Figure 1. Layout detail (run 1).
Window x 98 to 118, y 98 to 118 µm. Cells in gray, sequential cells in the stronger gray; small squares are vias.
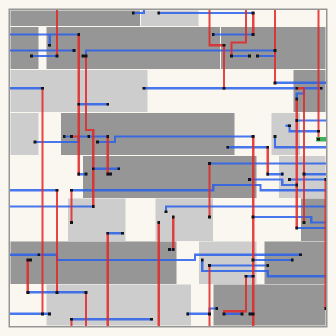
Figure 2. Placed standard cells (run 1).
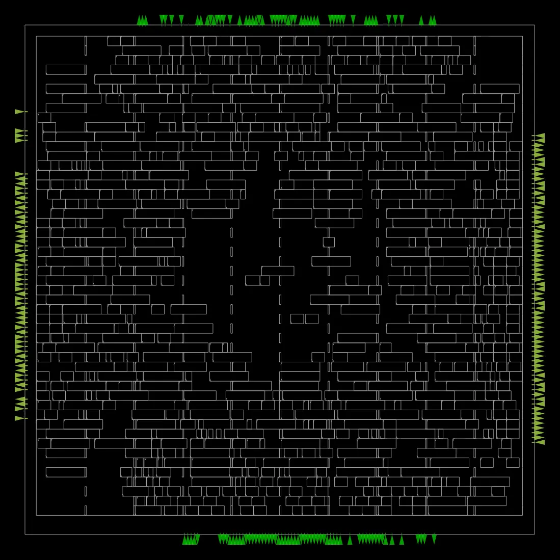
Figure 3. Cell sizes after repair (run 1).
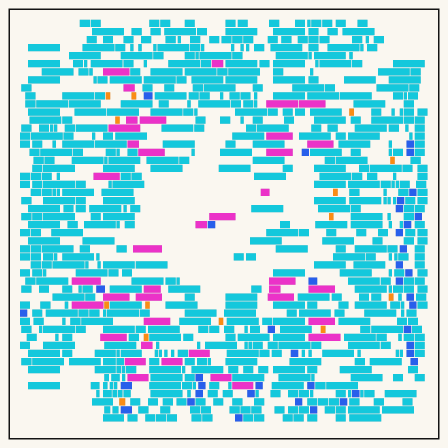
Figure 4. Local utilization (run 1).
The die is cut into 14 by 14 equal tiles; white is low, dark blue is high, 0 to 100% covered.
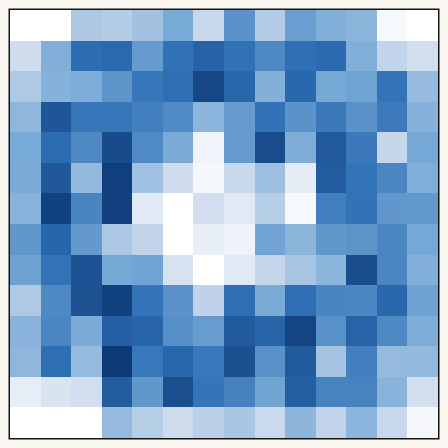
===== config.mk =====
export PLATFORM = sky130hd
export DESIGN_NAME = id_instr_buffer
export DESIGN_NICKNAME = d
export VERILOG_FILES = /design/src/rtl/id_instr_buffer.sv
export SDC_FILE = /design/constraint.sdc
export NUM_CORES = 1
export LEC_CHECK = 0
export CAP_MARGIN = 5
export CORE_MARGIN = 3
export CORE_UTILIZATION = 40
export DETAILED_ROUTE_END_ITERATION = 16
export GPL_TIMING_DRIVEN = 0
export PLACE_DENSITY = 0.7
export SETUP_SLACK_MARGIN = 0.5
export SLEW_MARGIN = 20
export SYNTH_ARGS = -nofsm -noshare
export SYNTH_HDL_FRONTEND = slang
export SYNTH_SLANG_ARGS = --single-unit

===== constraint.sdc =====
create_clock -name clk -period 16.1 [get_ports clk]
set_clock_uncertainty 0.2 [all_clocks]
set_input_delay 3.22 -clock clk [delete_from_list [all_inputs] [get_ports clk]]
set_output_delay 3.22 -clock clk [all_outputs]
set_load 0.05 [all_outputs]

===== src/rtl/id_instr_buffer.sv =====
// rtl/id_instr_buffer.sv - IF->ID instruction buffer: small FIFO between fetch and decode
//
// Purpose:
//   Captures instr/PC pairs from the fetch stage into a DEPTH-entry circular
//   FIFO and presents the head entry, with RV64I fields sliced out, to the
//   decoder through a valid/ready handshake. An EX-stage flush drops all entries.
//
// Ports:
//   clk, rst                  clock; synchronous active-high reset
//   i_if_valid/i_if_instr/i_if_pc   fetch-side input
//   o_id_ready                back-pressure to IF (registered state only)
//   i_ex_flush                drop all buffered entries
//   i_dec_ready               decoder consumes head this cycle
//   o_id_valid/o_id_instr/o_id_pc   head entry (NOP / PC 0 while empty)
//   o_opcode .. o_funct7      combinational slices of o_id_instr
//   o_stall_cnt, o_flush_cnt  saturating counters (only with ID_BUF_STATS_EN)
//
// Configuration macro: ID_BUF_STATS_EN

module id_instr_buffer #(
    parameter int DEPTH = 2,
    parameter int XLEN  = 64,
    parameter int ILEN  = 32,
    parameter int CNT_W = 32
) (
    input  logic             clk,
    input  logic             rst,
    input  logic             i_if_valid,
    input  logic [ILEN-1:0]  i_if_instr,
    input  logic [XLEN-1:0]  i_if_pc,
    output logic             o_id_ready,
    input  logic             i_ex_flush,
    input  logic             i_dec_ready,
    output logic             o_id_valid,
    output logic [ILEN-1:0]  o_id_instr,
    output logic [XLEN-1:0]  o_id_pc,
`ifdef ID_BUF_STATS_EN
    output logic [CNT_W-1:0] o_stall_cnt,
    output logic [CNT_W-1:0] o_flush_cnt,
`endif
    output logic [6:0]       o_opcode,
    output logic [4:0]       o_rd,
    output logic [2:0]       o_funct3,
    output logic [4:0]       o_rs1,
    output logic [4:0]       o_rs2,
    output logic [6:0]       o_funct7
);

    localparam int PTR_W    = $clog2(DEPTH);
    localparam int CNT_BITS = PTR_W + 1;
    localparam logic [CNT_BITS-1:0] FULL_CNT = CNT_BITS'(DEPTH);
    localparam logic [ILEN-1:0]     NOP      = ILEN'(32'h0000_0013);

    // Field slicing assumes 32-bit instructions; pointer wrap assumes a power of 2.
    if (DEPTH < 2 || (DEPTH & (DEPTH - 1)) != 0 || ILEN != 32 || CNT_W < 1) begin : g_bad_param
        $error("id_instr_buffer: unsupported parameter combination");
    end

    typedef enum logic [1:0] {
        OCC_EMPTY,
        OCC_PARTIAL,
        OCC_FULL
    } occ_e;

    logic [PTR_W-1:0]    wr_ptr_q, wr_ptr_d;
    logic [PTR_W-1:0]    rd_ptr_q, rd_ptr_d;
    logic [CNT_BITS-1:0] count_q, count_d;
    occ_e                occ;
    logic                push, pop;

    logic [ILEN-1:0]     instr_mem [DEPTH];
    logic [XLEN-1:0]     pc_mem    [DEPTH];

    always_comb begin
        occ = OCC_PARTIAL;
        if (count_q == '0) begin
            occ = OCC_EMPTY;
        end else if (count_q == FULL_CNT) begin
            occ = OCC_FULL;
        end
    end

    // Handshake outputs depend only on registered occupancy, so IF and the
    // decoder never see a combinational loop through this block.
    assign o_id_ready = (occ != OCC_FULL);
    assign o_id_valid = (occ != OCC_EMPTY);

    assign push = i_if_valid & o_id_ready & ~i_ex_flush;
    assign pop  = o_id_valid & i_dec_ready & ~i_ex_flush;

    always_ff @(posedge clk) begin
        if (rst) begin
            wr_ptr_q <= '0;
            rd_ptr_q <= '0;
            count_q  <= '0;
        end else begin
            wr_ptr_q <= wr_ptr_d;
            rd_ptr_q <= rd_ptr_d;
            count_q  <= count_d;
        end
    end

    always_comb begin
        wr_ptr_d = wr_ptr_q;
        rd_ptr_d = rd_ptr_q;
        count_d  = count_q;
        if (i_ex_flush) begin
            wr_ptr_d = '0;
            rd_ptr_d = '0;
            count_d  = '0;
        end else begin
            if (push) begin
                wr_ptr_d = wr_ptr_q + PTR_W'(1);
            end
            if (pop) begin
                rd_ptr_d = rd_ptr_q + PTR_W'(1);
            end
            case ({push, pop})
                2'b10:   count_d = count_q + CNT_BITS'(1);
                2'b01:   count_d = count_q - CNT_BITS'(1);
                default: count_d = count_q;
            endcase
        end
    end

    // Payload storage is qualified by count, so it needs no reset.
    always_ff @(posedge clk) begin
        if (push) begin
            instr_mem[wr_ptr_q] <= i_if_instr;
            pc_mem[wr_ptr_q]    <= i_if_pc;
        end
    end

    assign o_id_instr = o_id_valid ? instr_mem[rd_ptr_q] : NOP;
    assign o_id_pc    = o_id_valid ? pc_mem[rd_ptr_q]    : '0;

    assign o_opcode = o_id_instr[6:0];
    assign o_rd     = o_id_instr[11:7];
    assign o_funct3 = o_id_instr[14:12];
    assign o_rs1    = o_id_instr[19:15];
    assign o_rs2    = o_id_instr[24:20];
    assign o_funct7 = o_id_instr[31:25];

`ifdef ID_BUF_STATS_EN
    logic [CNT_W-1:0] stall_cnt_q;
    logic [CNT_W-1:0] flush_cnt_q;

    always_ff @(posedge clk) begin
        if (rst) begin
            stall_cnt_q <= '0;
            flush_cnt_q <= '0;
        end else begin
            if (i_if_valid && !o_id_ready && stall_cnt_q != '1) begin
                stall_cnt_q <= stall_cnt_q + CNT_W'(1);
            end
            if (i_ex_flush && flush_cnt_q != '1) begin
                flush_cnt_q <= flush_cnt_q + CNT_W'(1);
            end
        end
    end

    assign o_stall_cnt = stall_cnt_q;
    assign o_flush_cnt = flush_cnt_q;
`endif

endmodule


==> run summary, run 1 <==
yosys + openroad results -> status=complete, no violations, cell mode on critical path=buf_4, HPWL after DPL=11.8 mm, Worst EP arrival=2.66 ns, hold buffer count at CTS=0, Cells after Synth=465, Pins Over Slew Limit=0, Top cell area share=75.0%, Least-Margin Pin Slew=0.545 ns, CP Max Fanout=10, 1st-iter DRT viols=185, max cap viols=0, Die Y=145 µm, # IOs=231, Area Growth Syn to Fin=44.6%, H-tree levels=4, CTS clk-pin slew, worst paths=0.07 ns, die width=145 µm, PostCTS Resize Cnt=0, DP Area=10500 µm², syn avg cell area=16.5 µm², VDD IR max=69.0 µV, DRC viols=0, sequential-to-total area share from yosys stat=76.3%, Worst Setup EP=o_opcode[4], max reg flops=128, Latency at later pin=0.41 ns, Synthesized registers=197, final hold vios=0, biggest regs=pc_mem (128), instr_mem (64), count_q (2), ys cells=465, Seq. cell area=5870 µm², TritonCTS Buffers=17, DR WL met2=8.43 mm, OpenROAD warnings=26, Setup Viol. Count Final=0, total power=0.00115 W, Leak=3.66 nW, DR pass1 iterations=4, post-layout min period=6.08 ns, worst path cell trace=buf_2 > buf_4 > buf_6 > mux2i_1 > nand2_1 > buf_4 > clkdlybuf4s50_1, Synth Net Count=567, non-filler cells, final=968, die area=20900 µm², Distinct cells, synth=21, fin crit share=37.8%, pre-CTS setup slack=10.41 ns, setup TNS=0 ns, Crit Path Class=register to primary output, n_diodes=0, hold path cells=2, Logic cell area=1460 µm², GR Layer Usage met1=17.6%, flop-to-flop setup slack=13.93 ns, adder share=0.163%, Layout Nets=824, xor/xnor share=0.342%, Overflow after GRT=0, clock net sink count=197, PD cells=103 nW/µm², top cells by area=edfxtp_1, mux2i_1, nor2_1, buf_4, dfxtp_1, Yosys Chip Area=7690 µm², cell family with most CP delay=buffers and inverters, synthesis warning total=0, Synth logic family=multiplexers, busiest layer in global routing=met2, Worst path slowest cell=clkdlybuf4s50_1, worst flop-to-flop path startpoint=count_q[0]$_SDFFE_PP0P_, Reg2Reg Capture Point=pc_mem[0][3]$_DFFE_PP_, Final Wtd Congestion=0.757, maximum clock insertion buffer count=2, routed len/inst=16.7 µm, met2 GRT Util=27.3%, placed cells=937, total number of vias=4573, routed length on met1=6.50 mm, Routed Antenna Nets=0, FF-to-FF path depth=5, CTS tree=built, All-Layer GR Usage=15.2%, Synth mux share=12.5%, Mapped Area=7690 µm², Hold WS=0.315 ns, number of global-route vias before repair=4761, crit path DRT=12.68 ns, CP startpoint kind=register, crit end category=primary output, Simple Share, Synth=5.44%, ratio of cells with drive above 1 in the final layout=12.5%, Post-CTS Setup Bufs=0, Max Fclk=164 MHz, buffers plus inverters on the worst setup path=5, Via-to-Cell Ratio=4.72, Root Buffer=clkbuf_16, RSZ-0062 raised after global routing=no, area leader, netlist=edfxtp_1, min-delay src=rd_ptr_q$_SDFFE_PP0P_, AO/OA Area Share=0.358%, Critical Path Stages=7, dominant logic cell type in the layout=clkdlybuf4s50_1, DR top layer=met4, first-pass GRT wire length=24.2 mm, Slew headroom=63.6%, pin count of the biggest net entering global routing=26, Top reg by flops=pc_mem, initial antenna violation count=0, WL met3=959 µm, Crit path largest cell delay=0.69 ns, routing usage on met3=3.84%, total wire length=16.1 mm, PortBufs=230, most frequent cells in the layout=clkdlybuf4s50_1, edfxtp_1, nor2_1, Hold Crit Class=register to register
Notes on Figure 1 above:
legend:
  metal 1:
    color: blue
  metal 2:
    color: red
  metal 3:
    color: green
sequential cells in the window: 6
netlist names of flops here include: `pc_mem` (6)
cells with their middle in the window: 13
most frequent: edfxtp_1 (6)

Notes on Figure 2 above:
fin util: 59.2%
row count: 50
fillers: 1468
area of the core: 18800 µm²

Notes on Figure 3 above:
legend:
  _2 cells:
    color: orange
    cells: 14
    most_used: buf_2
  _0 and _1 cells:
    color: cyan
    cells: 642
    most_used: clkdlybuf4s50_1
  _6 and larger:
    color: magenta
    cells: 38
    most_used: clkbuf_16
  _3 and _4 cells:
    color: blue
    cells: 40
    most_used: buf_4
final worst slack: 10.02 ns
fin area: 11100 µm²
Repair and plain buffers: 291

Notes on Figure 4 above:
nearly empty tiles: 4.6%
mean over tiles: 52%
emptiest ninth of the die: center
fullest tile: 96%
fp util: 41.0%

[run 1: synth_stat cells, drive strengths merged]
master	n
a21oi	2
xnor2	1
nor2	100
dfxtp	5
ha	1
o21ai	2
or2	1
xor2	2
clkbuf	3
inv	2
a21o	1
buf	50
or3	1
mux2i	96
nand3	1
nand2	3
edfxtp	192
nand2b	1
nand3b	1
[run 1: layout make-up]
cell class	instances	share of cell area [%]
inverter	2	0.0675
clock inverter	14	1.98
tap	234	2.63
multi-input combinational	213	13.1
timing repair buffer	238	22.3
buffer	53	3.32
sequential	197	52.8
clock buffer	17	3.83
[run 1: report_power, final]
group | internal [W] | total, W | switching (W)
combinational | 0.0000510 | 0.000118 | 0.0000665
clock | 0.000265 | 0.000451 | 0.000186
sequential | 0.000579 | 0.000582 | 0.00000338
==> run 2: changes to the inputs <==
Clock period 16.1 ns to 5.9 ns, I/O delays scaled along.
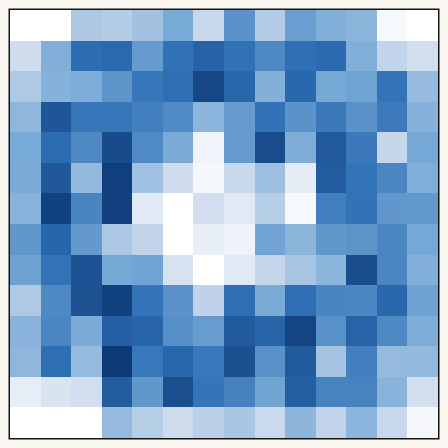
Figure 5: run 2, local utilization.
The die is cut into 14 by 14 equal tiles; white is low, dark blue is high, 0 to 100% covered.
fullest tile: 96%
tiles over 75% full: 19%
emptiest ninth of the die: center
mean over tiles: 52%

==> run 2 against run 1 <==
Effect of this change:
- worst hold slack did not move
- flip-flop count did not move
- critical path depth did not move
- register-to-register slack got worse by 10 ns
- global-route usage did not move
- combinational power rose to 2.7 times the previous value
- sequential share of layout area did not move
- wire length did not move
- setup slack got worse by 8.2 ns
- synthesized cell count did not move
- critical path type unchanged
- critical endpoint unchanged
- largest cell class unchanged
- largest power group unchanged
==> run summary, run 2 <==
yosys + openroad results -> Simple Share, Synth=5.44% (unchanged), area of the core=18800 µm² (unchanged), final hold vios=0 (unchanged), hold buffer count at CTS=0 (unchanged), max reg flops=128 (unchanged), VDD IR max=188 µV (was 69.0 µV), xor/xnor share=0.342% (unchanged), count leader, synth=edfxtp_1 (unchanged), CP startpoint kind=register (unchanged), n_diodes=0 (unchanged), total number of vias=4573 (unchanged), Area Growth Syn to Fin=44.6% (unchanged), Leading cell kind=sequential cells (unchanged), Seq. cell area=5870 µm² (unchanged), dominant logic cell type in the layout=clkdlybuf4s50_1 (unchanged), ratio of cells with drive above 1 in the final layout=12.5% (unchanged), Logic cell area=1460 µm² (unchanged), Comb pwr share=10.2% (about the same), Routed Antenna Nets=0 (unchanged), Power Clock=0.00123 W (was 0.000451 W), Leak=3.66 nW (unchanged), synthesis warning total=0 (unchanged), top power group=sequential cells (unchanged), Reg2Reg Capture Point=pc_mem[0][3]$_DFFE_PP_ (unchanged), total wire length=16.1 mm (unchanged), number of clock-tree buffers in the layout=17 (unchanged), row count=50 (unchanged), setup TNS=0 ns (unchanged), Non-clock buffer share=25.6% (unchanged), fp util=41.0% (unchanged), Async SR Flop Fraction=0% (unchanged), Distinct cells, synth=21 (unchanged), Synth mux share=12.5% (unchanged), fin crit share=68.5%, CP Max Fanout=10 (unchanged), Final Wtd Congestion=0.757 (unchanged), Top cell area share=75.0% (unchanged), number of global-route vias before repair=4761 (unchanged), fillers=1468 (unchanged), Overflow after GRT=0 (unchanged), Setup Viol. Count Final=0 (unchanged), pre-CTS setup slack=2.25 ns (was 10.41 ns), biggest regs=pc_mem (128), instr_mem (64), count_q (2) (unchanged), total power=0.00314 W (was 0.00115 W), status=complete, no violations (unchanged), crit end category=primary output (unchanged), flop-to-flop setup slack=3.73 ns (was 13.93 ns), H-tree levels=4 (unchanged), Seq pwr share=50.6% (about the same), max cap viols=0 (unchanged), Seq power=0.00159 W (was 0.000582 W), min-delay src=rd_ptr_q$_SDFFE_PP0P_ (unchanged), Latency at later pin=0.41 ns (about the same), Seq/total area=52.8% (unchanged), Die Y=145 µm (unchanged), final worst slack=1.86 ns (was 10.02 ns), PortBufs=230 (unchanged), sw frac=22.3% (about the same), routed len/inst=16.7 µm (unchanged), All-Layer GR Usage=15.2% (unchanged), adder share=0.163% (unchanged), top cells by count, synth=edfxtp_1, nor2_1, mux2i_1 (unchanged), Comb area share=13.1% (unchanged), Layout Nets=824 (unchanged), PD cells=282 nW/µm² (was 103 nW/µm²), P_int=0.00244 W (was 0.000895 W), Synth logic family=multiplexers (unchanged), DP Area=10500 µm² (unchanged), placed cells=937 (unchanged), fin area=11100 µm² (unchanged)
[run 2: cell counts after synthesis]
Identical to the previous run, type by type.
[run 2: cells by family after synthesis]
family                   Yosys count
AND-OR/OR-AND                      5
flip-flops                       197
AND/OR/NAND/NOR                  108
buffers and inverters             55
XOR/XNOR                           3
adder cells (fa/ha/maj)            1
multiplexers                      96
[run 2: worst max-delay path, stage by stage (launching register included)]
cell and delay (ns):
dfxtp_1 0.30, buf_2 0.19, buf_4 0.27, buf_6 0.22, mux2i_1 0.31, nand2_1 0.12, buf_4 0.14, clkdlybuf4s50_1 0.69
[run 2: metal layers]
metal  vias to the layer above  share of wire (%)
met5                         -                  0
met4                         0                1.5
met3                        18                5.9
met2                       165                 52
met1                      2207                 40
li1                       2183                  -
==> run 3: changes to the inputs <==
Settings changed: PLACE_DENSITY 0.7 to 0.72.
Clock period 5.9 ns to 3.25 ns, I/O delays scaled along.
==> run 3 against run 2 <==
Effect of this change:
- utilization is 1.2 points lower
- wire length is 0.79% higher
- combinational power is 74% higher
- power is 72% higher
- highest routed layer unchanged
- critical endpoint is now o_id_pc[7]
==> run summary, run 3 <==
yosys + openroad results -> status=complete, no violations (unchanged), sequential-to-total area share from yosys stat=76.3% (unchanged), Slew headroom=65.0% (was 63.6%), Cells after Synth=465 (unchanged), number of well taps=234 (unchanged), DR WL met2=8.28 mm (was 8.43 mm), Non-clock buffer share=24.6% (was 25.6%), crit path DRT=2.40 ns (was 4.52 ns), max reg flops=128 (unchanged), Synth Net Count=567 (unchanged), routed length on met1=6.63 mm (was 6.50 mm), Logic Gate Count=213 (unchanged), dominant logic cell type in the layout=edfxtp_1 (was clkdlybuf4s50_1), met2 GRT Util=25.5% (was 27.3%), Via-to-Cell Ratio=4.69 (was 4.72), Worst EP arrival=1.84 ns (was 2.66 ns), buffers plus inverters on the worst setup path=3 (was 5), clock net sink count=197 (unchanged), Synthesized registers=197 (unchanged), routed len/inst=16.7 µm (about the same), placed cells=937 (unchanged), Final Wtd Congestion=0.754 (was 0.757), Synth logic family=multiplexers (unchanged), n_diodes=0 (unchanged), fillers=1481 (was 1468), setup TNS=0 ns (unchanged), top cells by area=edfxtp_1, mux2i_1, nor2_1, buf_4, dfxtp_1 (unchanged), cell family with most CP delay=buffers and inverters (unchanged), RSZ-0062 raised after global routing=yes (was no), CP startpoint kind=register (unchanged), pin count of the biggest net entering global routing=28 (was 26), WL met3=1.12 mm (was 959 µm), Setup Viol. Count Final=0 (unchanged), area of the core=18800 µm² (unchanged), DRC viols=0 (unchanged), Synth mux share=12.5% (unchanged), 1st-iter DRT viols=121 (was 185), TritonCTS Buffers=17 (unchanged), Mapped Area=7690 µm² (unchanged), flop count=197 (unchanged), Least-Margin Pin Slew=0.527 ns (was 0.545 ns), ys cells=465 (unchanged), crit end category=primary output (unchanged), adder share=0.163% (unchanged), Routed Antenna Nets=0 (unchanged), CTS tree=built (unchanged), VDD IR max=319 µV (was 188 µV), HPWL after DPL=11.7 mm (was 11.8 mm), maximum clock insertion buffer count=2 (unchanged), Distinct cells, synth=21 (unchanged), number of global-route vias before repair=4589 (was 4761), DR pass1 iterations=4 (unchanged), Repair and plain buffers=298 (was 291), Yosys Chip Area=7690 µm² (unchanged), hold buffer count at CTS=0 (unchanged), Layout Nets=831 (was 824), Crit path largest cell delay=0.37 ns (was 0.69 ns), area leader, netlist=edfxtp_1 (unchanged), Root Buffer=clkbuf_16 (unchanged), Seq. cell area=5870 µm² (about the same), biggest regs=pc_mem (128), instr_mem (64), count_q (2) (unchanged), Worst path slowest cell=dfxtp_2 (was clkdlybuf4s50_1), routing usage on met3=4.33% (was 3.84%), max cap viols=0 (unchanged), Max Fclk=372 MHz, pre-CTS setup slack=0.0546 ns (was 2.25 ns), Top reg by flops=pc_mem (unchanged), Latency at later pin=0.41 ns (about the same), GR Layer Usage met1=18.6% (was 17.6%), initial antenna violation count=0 (unchanged), Leak=3.88 nW (was 3.66 nW), total number of vias=4579 (was 4573), busiest layer in global routing=met2 (unchanged), Hold WS=0.318 ns (was 0.315 ns), post-layout min period=2.69 ns, number of enable flip-flop cells=192 (unchanged), syn avg cell area=16.5 µm² (unchanged), Hold Crit Class=register to register (unchanged), PostCTS Resize Cnt=480 (was 0), DP Area=10500 µm² (about the same), worst path cell trace=nor2_4 > buf_6 > buf_2 > nor2_1 > clkdlybuf4s15_2 (was buf_2 > buf_4 > buf_6 > mux2i_1 > nand2_1 > buf_4 > clkdlybuf4s50_1), Crit Path Class=register to primary output (unchanged), xor/xnor share=0.342% (unchanged), AO/OA Area Share=0.358% (unchanged), Simple Share, Synth=5.44% (unchanged), Top cell area share=75.0% (unchanged), CTS clk-pin slew, worst paths=0.07 ns (about the same), fin area=10900 µm² (was 11100 µm²), final worst slack=0.562 ns (was 1.86 ns), top cells by count, synth=edfxtp_1, nor2_1, mux2i_1 (unchanged)
-- run 3: where the power goes --
group	switching (W)	total, W	internal (W)	leakage (nW)
clock network	0.000896	0.00196	0.00106	0.267
registers	0.0000179	0.00288	0.00287	1.80
logic	0.000329	0.000560	0.000230	1.80
total	0.00124	0.00540	0.00416	3.88
-- run 3: path summary, 6_finish.rpt --
path / to / cells after the start / from / slack (ns)
setup / recovery: o_id_pc[7] / 5 / count_q[1]$_SDFFE_PP0P_ / 0.56
hold / removal: register / 2 / rd_ptr_q$_SDFFE_PP0P_ / 0.32
hold reg to reg: register / 2 / rd_ptr_q$_SDFFE_PP0P_ / 0.32
setup reg to reg: pc_mem[1][44]$_DFFE_PP_ / 5 / count_q[0]$_SDFFE_PP0P_ / 1.06
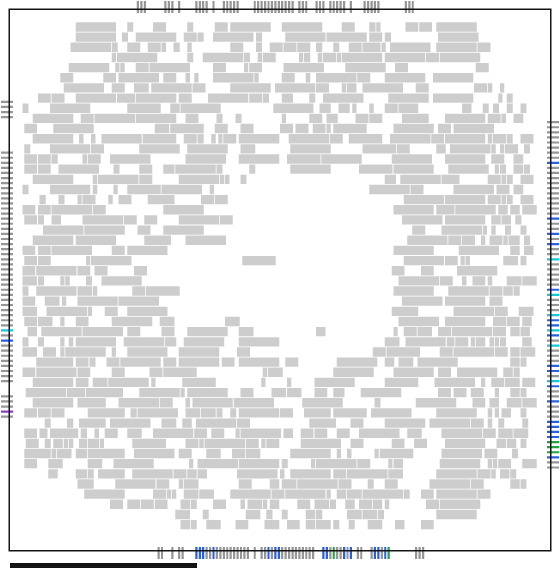
Figure 6: run 3, I/O pins on the die edge.
The bar under the picture is 50 µm long. Pins as bars across the die edge, other pins in gray.
legend:
  `i_ex_flush`:
    color: purple
    pins: 1
    direction: input
    edge: west
  `o_rs1`:
    color: green
    pins: 5
    direction: output
    edge: 3 east, 2 south
  `o_id_instr`:
    color: blue
    pins: 32
    direction: output
    edge: 17 east, 14 south, 1 west
  `o_funct7`:
    color: cyan
    pins: 7
    direction: output
    edge: 6 east, 1 west
all pins by edge: 69 east, 58 south, 55 west, 49 north
Die Y: 145 µm
PortBufs: 230

Power and IR drop assume default switching activity.
